--- src/rtl/nibble_serial_adder.sv ---
// Serial wide adder: streams one operand nibble per cycle through an external
// 4-bit adder, chaining the carry and assembling the W-bit result.
module nibble_serial_adder #(
   parameter int NIBBLES = 4
) (
   input  logic                   clk,
   input  logic                   rst,
   // Handshakes: a transfer happens on a rising edge where valid and ready are
   // both high; the producer holds valid and data stable until it sees ready.
   input  logic                   in_valid,
   output logic                   in_ready,
   input  logic [4*NIBBLES-1:0]   a_in,
   input  logic [4*NIBBLES-1:0]   b_in,
   input  logic                   cin_in,
   output logic [3:0]             nib_a,
   output logic [3:0]             nib_b,
   output logic                   nib_cin,
   input  logic [3:0]             nib_sum,
   input  logic                   nib_cout,
   output logic                   out_valid,
   input  logic                   out_ready,
   output logic [4*NIBBLES-1:0]   sum_out,
   output logic                   cout_out,
   output logic                   ovf_out,
   output logic [1:0]             dbg_state
);

   localparam int W  = 4 * NIBBLES;
   localparam int IW = (NIBBLES > 1) ? $clog2(NIBBLES) : 1;
   localparam logic [IW-1:0] LAST_IDX = IW'(NIBBLES - 1);

   typedef enum logic [1:0] {
      S_IDLE = 2'd0,
      S_RUN  = 2'd1,
      S_DONE = 2'd2
   } state_t;

   state_t          state_q;
   logic [W-1:0]    a_q;
   logic [W-1:0]    b_q;
   logic [W-1:0]    sum_q;
   logic [IW-1:0]   idx_q;
   logic            cout_q;
   logic            ovf_q;
   logic            in_ready_q;
   logic            out_valid_q;
   logic [3:0]      nib_a_q;
   logic [3:0]      nib_b_q;
   logic            nib_cin_q;

   logic [IW-1:0]   idx_d;
   logic            last_d;
   logic [3:0]      nxt_a_d;
   logic [3:0]      nxt_b_d;
   logic            ovf_d;

   // Next nibble is preselected so the adder inputs come straight from flops.
   always_comb begin
      last_d  = (idx_q == LAST_IDX);
      idx_d   = last_d ? '0 : idx_q + IW'(1);
      nxt_a_d = a_q[4*idx_d +: 4];
      nxt_b_d = b_q[4*idx_d +: 4];
      ovf_d   = a_q[W-1] ^ b_q[W-1] ^ nib_sum[3] ^ nib_cout;
   end

   // nib_cin_q doubles as the inter-nibble carry register.
   always_ff @(posedge clk) begin
      if (rst) begin
         state_q     <= S_IDLE;
         a_q         <= '0;
         b_q         <= '0;
         sum_q       <= '0;
         idx_q       <= '0;
         cout_q      <= 1'b0;
         ovf_q       <= 1'b0;
         in_ready_q  <= 1'b1;
         out_valid_q <= 1'b0;
         nib_a_q     <= '0;
         nib_b_q     <= '0;
         nib_cin_q   <= 1'b0;
      end else begin
         case (state_q)
            S_IDLE: begin
               if (in_valid && in_ready_q) begin
                  a_q        <= a_in;
                  b_q        <= b_in;
                  sum_q      <= '0;
                  cout_q     <= 1'b0;
                  ovf_q      <= 1'b0;
                  idx_q      <= '0;
                  nib_a_q    <= a_in[3:0];
                  nib_b_q    <= b_in[3:0];
                  nib_cin_q  <= cin_in;
                  in_ready_q <= 1'b0;
                  state_q    <= S_RUN;
               end
            end
            S_RUN: begin
               sum_q[4*idx_q +: 4] <= nib_sum;
               if (last_d) begin
                  cout_q      <= nib_cout;
                  ovf_q       <= ovf_d;
                  nib_a_q     <= '0;
                  nib_b_q     <= '0;
                  nib_cin_q   <= 1'b0;
                  out_valid_q <= 1'b1;
                  state_q     <= S_DONE;
               end else begin
                  idx_q     <= idx_d;
                  nib_a_q   <= nxt_a_d;
                  nib_b_q   <= nxt_b_d;
                  nib_cin_q <= nib_cout;
               end
            end
            S_DONE: begin
               if (out_ready) begin
                  out_valid_q <= 1'b0;
                  in_ready_q  <= 1'b1;
                  state_q     <= S_IDLE;
               end
            end
            default: begin
               out_valid_q <= 1'b0;
               in_ready_q  <= 1'b1;
               state_q     <= S_IDLE;
            end
         endcase
      end
   end

   assign in_ready  = in_ready_q;
   assign out_valid = out_valid_q;
   assign nib_a     = nib_a_q;
   assign nib_b     = nib_b_q;
   assign nib_cin   = nib_cin_q;
   assign sum_out   = sum_q;
   assign cout_out  = cout_q;
   assign ovf_out   = ovf_q;
   assign dbg_state = state_q;

endmodule

--- config.mk ---
export PLATFORM = sky130hd
export DESIGN_NAME = nibble_serial_adder
export DESIGN_NICKNAME = d
export VERILOG_FILES = /design/src/rtl/nibble_serial_adder.sv
export SDC_FILE = /design/constraint.sdc
export NUM_CORES = 1
export LEC_CHECK = 0
export ABC_AREA = 1
export CAP_MARGIN = 5
export CORE_MARGIN = 1
export CORE_UTILIZATION = 49
export CTS_CLUSTER_SIZE = 12
export DETAILED_ROUTE_END_ITERATION = 8
export GPL_TIMING_DRIVEN = 1
export PLACE_DENSITY = 0.8
export SLEW_MARGIN = 20
export SYNTH_ARGS = -nofsm -noshare
export SYNTH_HDL_FRONTEND = slang
export SYNTH_SLANG_ARGS = --single-unit
--- constraint.sdc ---
create_clock -name clk -period 2.21 [get_ports clk]
set_input_delay 0.442 -clock clk [delete_from_list [all_inputs] [get_ports clk]]
set_output_delay 0.442 -clock clk [all_outputs]
set_load 0.01 [all_outputs]
**Congestion heat map**

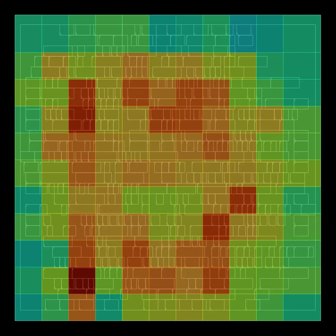
routing usage on met3: 4.19%
overall routing resource usage: 24.7%

==> deck_impl_summary.md <==
Run Summary

GRT
  – First-pass GRT wire length: 11800 um
  – Antenna violations before repair: 0
  – GR peak layer: met2
  – Met1 usage: 31.0%
  – Number of global-route vias before repair: 2588
  – Overflow left after global routing: 0
  – Pin count of the biggest net entering global routing: 40
  – M2 GR Usage: 40.8%

Yosys
  – Synth warn: 0
  – Average footprint of a synthesized cell: 7.19 sq um
  – Synthesis area per yosys: 2880 sq um
  – Synthesized net count: 448
  – Number of library cell types mapped by synthesis: 26
  – Yosys cell count: 400
  – Synth flops: 65
  – Main area contributors: dfxtp_1 (45%), nand2_1 (11%), o21ai_0 (10%)
  – Dominant register cell: dfxtp_1
  – Post-synthesis instance area: 2880 sq um
  – Synthesized instance count: 400
  – Dominant cell area share: 45.2%
  – Post-synth tally of flip-flops with integrated enable: 0
  – Register share after synthesis: 45.2%
  – Share of synthesized registers carrying an async set or reset: 0%
  – Post-synth top area cell: dfxtp_1

Critical path
  – Critical path peak fanout: 9
  – Stage delay of the slowest cell on the critical path: 0.44 ns
  – CP Depth: 7
  – Worst Reg-to-Reg Cells: 7
  – Cell-by-cell trace of the critical path: inv_1 -> ha_1 -> clkinv_1 -> nand3_1 -> o21ai_0 -> nand2_1 -> a21oi_1
  – Flop2flop setup slack: 0.37 ns
  – Critical path arrival: 2.07 ns
  – Startpoint-to-endpoint class of the critical path: reg2reg
  – Endpoint of the most critical setup path: nib_b[1]
  – Kind of launch point of the worst setup path: flop
  – Crit end category: flop
  – Family with the most delay on the worst path: adder cells
  – Buffering stage count on the worst path with inverters included: 2
  – Crit path from: idx_q[1]
  – Worst path required time: 2.44 ns
  – Worst flop-to-flop path endpoint: nib_b[1]
  – Critical-path cell with the highest stage delay: ha_1
  – Worst reg2reg path startpoint: idx_q[1]

Drt
  – Met1 routed wirelength after detailed routing: 3190 um
  – Number of detailed-route iterations in the first pass: 4
  – Metal3 WL: 407 um
  – Detail Route met2 WL: 3410 um
  – Number of routed nets with antenna violations: 0
  – Routed via count divided by cell count: 5.10
  – Total vias in the final route: 2778
  – Detailed-route wire length: 7100 um
  – Max Used Layer: met4
  – DRC violations left: 0
  – Count of routing violations after the opening detailed-route iteration: 200

Clock network
  – Resize count post-CTS: 0
  – # Post-CTS Setup Buffers: 0
  – Maximum root-to-sink buffer count: 2
  – Count of hold buffers inserted by post-cts repair: 0
  – Clock transition at the registers of the reported paths: 0.07 ns
  – Later-pin clock latency in the skew report: 0.34 ns
  – Deepest level of the CTS H-tree: 3
  – Clock tree from TritonCTS: built
  – Cell at the root of the clock tree: clkbuf_8
  – Total number of clock tree sinks: 65

Final timing
  – Final Setup Violations: 0
  – Actual transition at the worst max-transition pin: 0.426 ns
  – Setup TNS Final: 0 ns
  – Highest clock frequency the design can meet: 0.543 GHz
  – Time the final worst path needs with I/O delays and setup: 1.84 ns
  – Headroom to the max-slew limit: 71.5%
  – Hold Worst Slack: 0.454 ns
  – Share of the cycle needed by the critical path after routing: 83.3%
  – Layout Skew: 0.00678 ns
  – Number of pins exceeding their max-slew limit in the final report: 0

Floorplanning
  – Horizontal die dimension: 78.6 um
  – Std-Cell Core Area: 5570 sq um
  – Number of rows in the core area: 27
  – Initial core utilization: 51.6%
  – Number of ports placed on the die boundary: 73
  – Area of the die: 6180 sq um
  – DIE HEIGHT: 78.6 um

Power and ir drop
  – Top contributor to total power: sequential cells
  – Reported combinational group power: 551 uW
  – Power share of the combinational group: 20.2%
  – Switching share of total power: 29.2%
  – Power Sequential: 1.31 mW
  – Power share of the clock group: 31.8%
  – Psw: 795 uW
  – Max rail drop VDD: 427 uV
  – Fraction of power consumed by sequential logic: 48.0%
  – Clock network power: 866 uW
  – Power density of the placed cells: 718 nW/um^2

Cells and area
  – Area of the multi-input gates: 1310 sq um
  – Commonest cells after routing, fill and taps aside: nand2_1 (85), clkdlybuf4s50_1 (72), dfxtp_1 (65)
  – Area added between synthesis and finish: 32.1%
  – Share of layout cells above drive strength 1: 6.13%
  – Antenna diode count: 0
  – Most common cell after layout, fill and taps aside: nand2_1
  – Nets: 517
  – Filler instances: 495
  – Area taken by flip-flops and latches: 1300 sq um

Worst hold path
  – Hold path startpoint: b_q[7]
  – Tightest Hold Check Type: reg2reg
  – Worst hold path endpoint: b_q[7]
  – Number of instances on the worst hold path: 2

Run
  – OpenROAD warnings: 31
  – Max-Cap Viols: 0

Placement
  – Routability congestion estimate: 0.901
  – Port bufs: 72
  – HPWL after detailed placement: 4920 um

Status
  – Outcome: complete, no violations
**M1 wires**

Supply wires on this layer in gray.
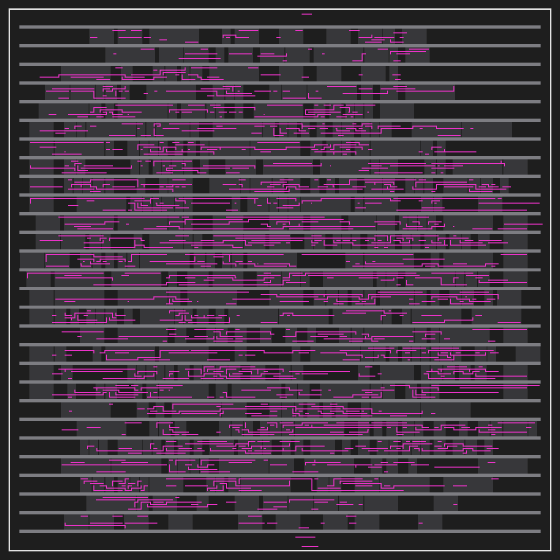
The longest straight run is 20.2 um. The layer carries 3190 um of wire. 459 nets have wire on it. The wires run mostly horizontal. The layer holds 45% of the routed length.

==> cell usage after synthesis, types with 4 or more instances <==
| library cell | instances |
|---|---|
| clkbuf_1 | 7 |
| a21oi_1 | 51 |
| nor2_1 | 41 |
| inv_1 | 39 |
| dfxtp_1 | 65 |
| ha_1 | 6 |
| nand2_1 | 85 |
| buf_4 | 4 |
| buf_2 | 8 |
| o21ai_0 | 58 |
| nand3_1 | 15 |
==> kinds of logic after synthesis <==
family	after synthesis	synth area share [%]
and+or+nand+nor	151	22.0
AOI/OAI and AO/OA	112	19.8
DFF	65	45.2
buffers and inverters	62	9.22
adders and majority gates	6	2.61
xor gates and xnor gates	4	1.22
==> metrics by stage <==
| step | cell area (sq um) | total power [mW] | cells | worst slack (ns) | utilization [%] |
|---|---|---|---|---|---|
| after floorplan | 2880 | 1.66 | 400 | 0.561 | - |
| after global placement | 3640 | 1.87 | 530 | 0.353 | 65.3 |
| after detailed placement | 3640 | 1.88 | 530 | 0.300 | 65.3 |
| after CTS | 3800 | 2.73 | 545 | 0.387 | 68.2 |
| after global routing | 3800 | 2.86 | 545 | 0.249 | 68.2 |
| final | 3800 | 2.73 | 545 | 0.369 | 68.2 |
==> registers in the layout, summed over array words and instances, names as in the netlist <==
register,flops
out_valid,1
nib_cin,1
b_q,16
a_q,16
dbg_state,2
sum_out,16
cout_out,1
in_ready,1
ovf_out,1
idx_q,2
nib_a,4
nib_b,4
==> layout make-up <==
type	instances	area share [%]
inverters	42	4.15
multi-input cells	273	34.5
repair buffers	78	20.5
flip-flops and latches	65	34.2
clock inverters	3	0.461
clock buffers	12	3.82
well taps	72	2.37
Power figures rest on the tool's default switching activity, not on a simulated workload.
